<file path="src/rtl/fetch_pc_sequencer.sv">
// Fetch-stage front end: owns the program counter, issues instruction-memory requests
// and delivers fetch_pc/fetch_valid, with stall, redirect (immediate or pending) and halt.
module fetch_pc_sequencer #(
    parameter int             N            = 16,
    parameter logic [N-1:0]   RESET_VECTOR = '0,
    parameter int             INC          = 2
) (
    input  logic         clk,
    input  logic         rst,
    input  logic         stall,
    input  logic         redirect,
    input  logic [N-1:0] redirect_target,
    input  logic         halt,
    input  logic         imem_ready,
    output logic         imem_req,
    output logic [N-1:0] imem_addr,
    output logic [N-1:0] pc,
    output logic [N-1:0] fetch_pc,
    output logic         fetch_valid,
    output logic         halted
);

    localparam logic [N-1:0] INC_N = N'(INC);

    typedef enum logic [1:0] {
        IDLE   = 2'd0,
        READY  = 2'd1,
        BUSY   = 2'd2,
        HALTED = 2'd3
    } state_t;

    state_t       state, state_d;
    logic [N-1:0] pc_d;
    logic [N-1:0] fetch_pc_d;
    logic         fetch_valid_d;
    logic         pend_valid, pend_valid_d;
    logic [N-1:0] pend_target, pend_target_d;
    logic         halt_pend, halt_pend_d;

    always_ff @(posedge clk) begin
        if (rst) begin
            state       <= IDLE;
            pc          <= RESET_VECTOR;
            fetch_pc    <= '0;
            fetch_valid <= 1'b0;
            pend_valid  <= 1'b0;
            pend_target <= '0;
            halt_pend   <= 1'b0;
        end else begin
            state       <= state_d;
            pc          <= pc_d;
            fetch_pc    <= fetch_pc_d;
            fetch_valid <= fetch_valid_d;
            pend_valid  <= pend_valid_d;
            pend_target <= pend_target_d;
            halt_pend   <= halt_pend_d;
        end
    end

    always_comb begin
        state_d       = state;
        pc_d          = pc;
        fetch_pc_d    = fetch_pc;
        fetch_valid_d = 1'b0;
        pend_valid_d  = pend_valid;
        pend_target_d = pend_target;
        halt_pend_d   = halt_pend;
        case (state)
            IDLE: state_d = READY;
            READY: begin
                // A redirect coinciding with a start makes the new request use the target.
                if (redirect)
                    pc_d = redirect_target;
                if (halt)
                    state_d = HALTED;
                else if (!stall)
                    state_d = BUSY;
            end
            BUSY: begin
                if (!imem_ready) begin
                    // Address must stay stable, so redirects and halts are parked until completion.
                    if (redirect) begin
                        pend_valid_d  = 1'b1;
                        pend_target_d = redirect_target;
                    end
                    if (halt)
                        halt_pend_d = 1'b1;
                end else begin
                    if (redirect) begin
                        pc_d         = redirect_target;
                        pend_valid_d = 1'b0;
                    end else if (pend_valid) begin
                        pc_d         = pend_target;
                        pend_valid_d = 1'b0;
                    end else begin
                        fetch_pc_d    = pc;
                        fetch_valid_d = 1'b1;
                        pc_d          = pc + INC_N;
                    end
                    halt_pend_d = 1'b0;
                    if (halt || halt_pend)
                        state_d = HALTED;
                    else if (stall)
                        state_d = READY;
                    else
                        state_d = BUSY;
                end
            end
            HALTED: state_d = HALTED;
            default: state_d = IDLE;
        endcase
    end

    assign imem_req  = (state == BUSY);
    assign imem_addr = pc;
    assign halted    = (state == HALTED);

endmodule

</file>
<file path="config.mk">
export PLATFORM = sky130hd
export DESIGN_NAME = fetch_pc_sequencer
export DESIGN_NICKNAME = d
export VERILOG_FILES = /design/src/rtl/fetch_pc_sequencer.sv
export SDC_FILE = /design/constraint.sdc
export NUM_CORES = 1
export LEC_CHECK = 0
export ABC_AREA = 0
export CORE_ASPECT_RATIO = 0.5
export CORE_MARGIN = 2
export CORE_UTILIZATION = 45
export DETAILED_ROUTE_END_ITERATION = 10
export PLACE_DENSITY = 0.75
export SLEW_MARGIN = 10
export SYNTH_ARGS = -nofsm -noshare
export SYNTH_HDL_FRONTEND = slang
export SYNTH_SLANG_ARGS = --single-unit
</file>
<file path="constraint.sdc">
create_clock -name clk -period 4.9 [get_ports clk]
set_input_delay 0.735 -clock clk [delete_from_list [all_inputs] [get_ports clk]]
set_output_delay 0.735 -clock clk [all_outputs]
set_load 0.05 [all_outputs]
</file>
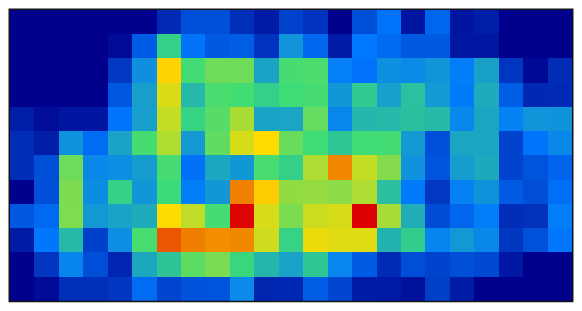
Figure 1: wire density map.
23 x 12 tiles, from dark blue (low) to red (high), scaled to the fullest tile. Values are wire area over tile area, all layers added.
tiles over half the peak	22%
densest ninth of the die	centre
fullest tile	0.62
emptiest ninth of the die	upper left
vias after detailed routing: 2717
Total GRT Usage: 22.8%
drt wl/cell: 16.1 um

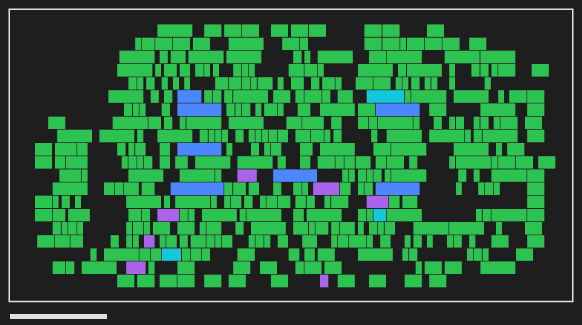
Figure 2: sizing map.
Scale bar: 20 um.
size	colour	cells
_3 and _4 cells	cyan	3
_0 and _1 cells	green	384
_6 and larger	blue	7
_2 cells	purple	7
cell area after layout: 3560 um^2
final worst slack: 2.09 ns
non-clock buffer count: 72

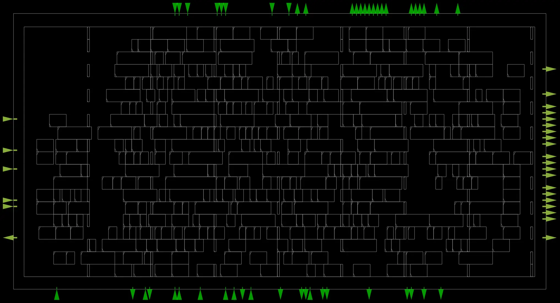
Figure 3: placement view.
Layout Cells excl Fill: 489
Layout Utilization: 58.8%
core area: 6060 um^2

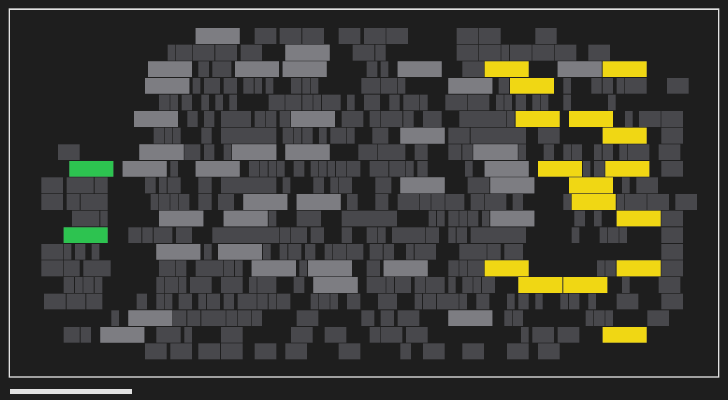
Figure 4: sequential cells coloured by netlist name.
Scale bar: 20 um. Other sequential cells in the stronger grey, the rest of the logic in the fainter grey.
name in the netlist	colour	placed flops
`state`	green	2
`fetch_pc`	yellow	16
not coloured	35
flop share of the area: 29.8%
Reg area: 1060 um^2
seq pwr: 0.000566 W

==> results.sh <==
# yosys + openroad results
export IMPL_hold_end="fetch_pc[11]$_SDFFE_PP0P_"
export IMPL_htree_levels=2
export IMPL_start_kind="flip-flop"
export IMPL_wl_mm=7.85
export IMPL_die_y_um=60.0
export IMPL_drive_gt1_share_pct=4.24
export IMPL_crit_path_end="imem_req"
export IMPL_fin_crit_sh_pct=57.2
export IMPL_cts_sinks=53
export IMPL_ys_top_logic_family="simple AND/OR/NAND/NOR gates"
export IMPL_warnings=29
export IMPL_synthToLayoutAreaGrowth_pct=26.1
export IMPL_async_flop_share_pct=0
export IMPL_arrival_ns=2.07
export IMPL_io_buffers=72
export IMPL_path_clk_slew_ns=0.07
export IMPL_min_period_ns=2.81
export IMPL_setup_viol=0
export IMPL_relSlewSlack_pct=27.1
export IMPL_power_leakage_nw=1.17
export IMPL_ff_type="dfxtp_1"
export IMPL_ys_sh_adder_pct=2.21
export IMPL_path_delay_family="buffers and inverters"
export IMPL_postCtsSetupBuffers=0
export IMPL_reg2reg_to="imem_addr[14]$_SDFFE_PP0P_"
export IMPL_rr_worst_depth=6
export IMPL_core_util_floorplan_pct=46.7
export IMPL_antenna_found_initial=0
export IMPL_min_path_type="reg2reg"
export IMPL_dp_hpwl_mm=5.44
export IMPL_xor_area_share_pct=0.930
export IMPL_grt_pass1_vias=2528
export IMPL_p_sw_share_pct=41.2
export IMPL_hold_buffers=0
export IMPL_row_count=20
export IMPL_tightest_slew_ns=1.09
export IMPL_cp_depth=3
export IMPL_critPathSlowestCell="clkdlybuf4s50_1"
export IMPL_fmax_mhz=356
export IMPL_clk_latency_ns=0.29
export IMPL_outcome="completed"
export IMPL_rsz0062_at_grt="false"
export IMPL_ys_warn_count=0
export IMPL_post_place_ws_ns=1.99
export IMPL_p_per_area_nw_per_um2=445
export IMPL_vias_per_cell=5.56
export IMPL_holdCritStartpoint="fetch_pc[11]$_SDFFE_PP0P_"
export IMPL_yosys_area_um2=2830
export IMPL_crit_fanout=15
export IMPL_finalHoldViolations=0
export IMPL_ys_top_cells_by_count="nand2_1 (83), a21oi_1 (55), dfxtp_1 (53), buf_4 (18), nor2_1 (14)"
export IMPL_first_iter_violations=328
export IMPL_cap_viol_max_count=0
export IMPL_crit_chain="inv_1 > ha_1 > clkdlybuf4s50_1"
export IMPL_synth_cell_types=56
export IMPL_maxSlewViolCount=0
export IMPL_place_gp_congestion=0.862
export IMPL_grt_max_degree=55
export IMPL_top_area_share_pct=37.6
export IMPL_synth_nets=389
export IMPL_setup_worst_path_end_class="output port"
export IMPL_edf_count=0
export IMPL_yosys_top_cells_area="dfxtp_1 (38%), nand2_1 (11%), a21oi_1 (9.7%)"
export IMPL_whs_ns=0.456
export IMPL_r2r_setup_slack_ns=2.46
export IMPL_grt_ovfl_total=0
export IMPL_max_stage_delay_ns=0.88
export IMPL_power_frac_comb_pct=38.4
export IMPL_fin_tns_setup_ns=0
export IMPL_required_ns=4.16
export IMPL_yosys_register_bits=53
export IMPL_drtPass1Iterations=6
export IMPL_die_w_um=116
export IMPL_io_pins=73
export IMPL_cts_root_buf="clkbuf_16"
-- layout make-up --
class	count	area, um^2
tap	88	110
sequential	53	1060
multi-input combinational	261	1470
inverter	7	26.3
timing repair buffer	72	716
fill	567	2490
clock inverter	2	37.5
clock buffer	6	139
-- routing by layer --
metal,routed length (um),up-vias,track usage (%)
met2,3480,122,34.5
met4,75,0,7.31
met5,0,-,0
li1,-,1335,-
met1,3670,1252,32.2
met3,634,8,5.78
-- tightest hold or removal path, stage by stage, from the launching register on --
cell and delay, ns:
dfxtp_1 0.31, nand2_1 0.05, a21oi_1 0.05
-- power groups by stage --
stage               Sequential [W]  Clock, W  Combinational (W)
floorplan                 0.000646         0           0.000381
global placement          0.000572         0           0.000593
detailed placement        0.000575         0           0.000604
CTS                       0.000565  0.000414           0.000606
global route              0.000575  0.000436           0.000645
finish                    0.000566  0.000410           0.000610
-- cell families (layout without fill, tap and decap cells) --
family,after synthesis,in the layout
and+or+nand+nor,153,153
adders and majority gates,5,5
muxes,4,4
DFF,53,53
buffers and inverters,48,87
AOI/OAI and AO/OA,96,96
xor gates and xnor gates,3,3
-- per-stage QoR --
step | cells | total power [W] | area [um^2] | utilization (%)
floorplan | 362 | 0.00103 | 2830 | -
global route | 489 | 0.00166 | 3560 | 58.8
CTS | 489 | 0.00159 | 3560 | 58.8
global placement | 481 | 0.00116 | 3390 | 55.9
detailed placement | 481 | 0.00118 | 3390 | 55.9
finish | 489 | 0.00159 | 3560 | 58.8
-- registers in the layout, summed over array words and instances, names as in the netlist --
register	cells
pend_target	16
halt_pend	1
fetch_valid	1
pend_valid	1
state	2
imem_addr	16
fetch_pc	16
No activity file was given, so power comes from the tool's default toggle rates.
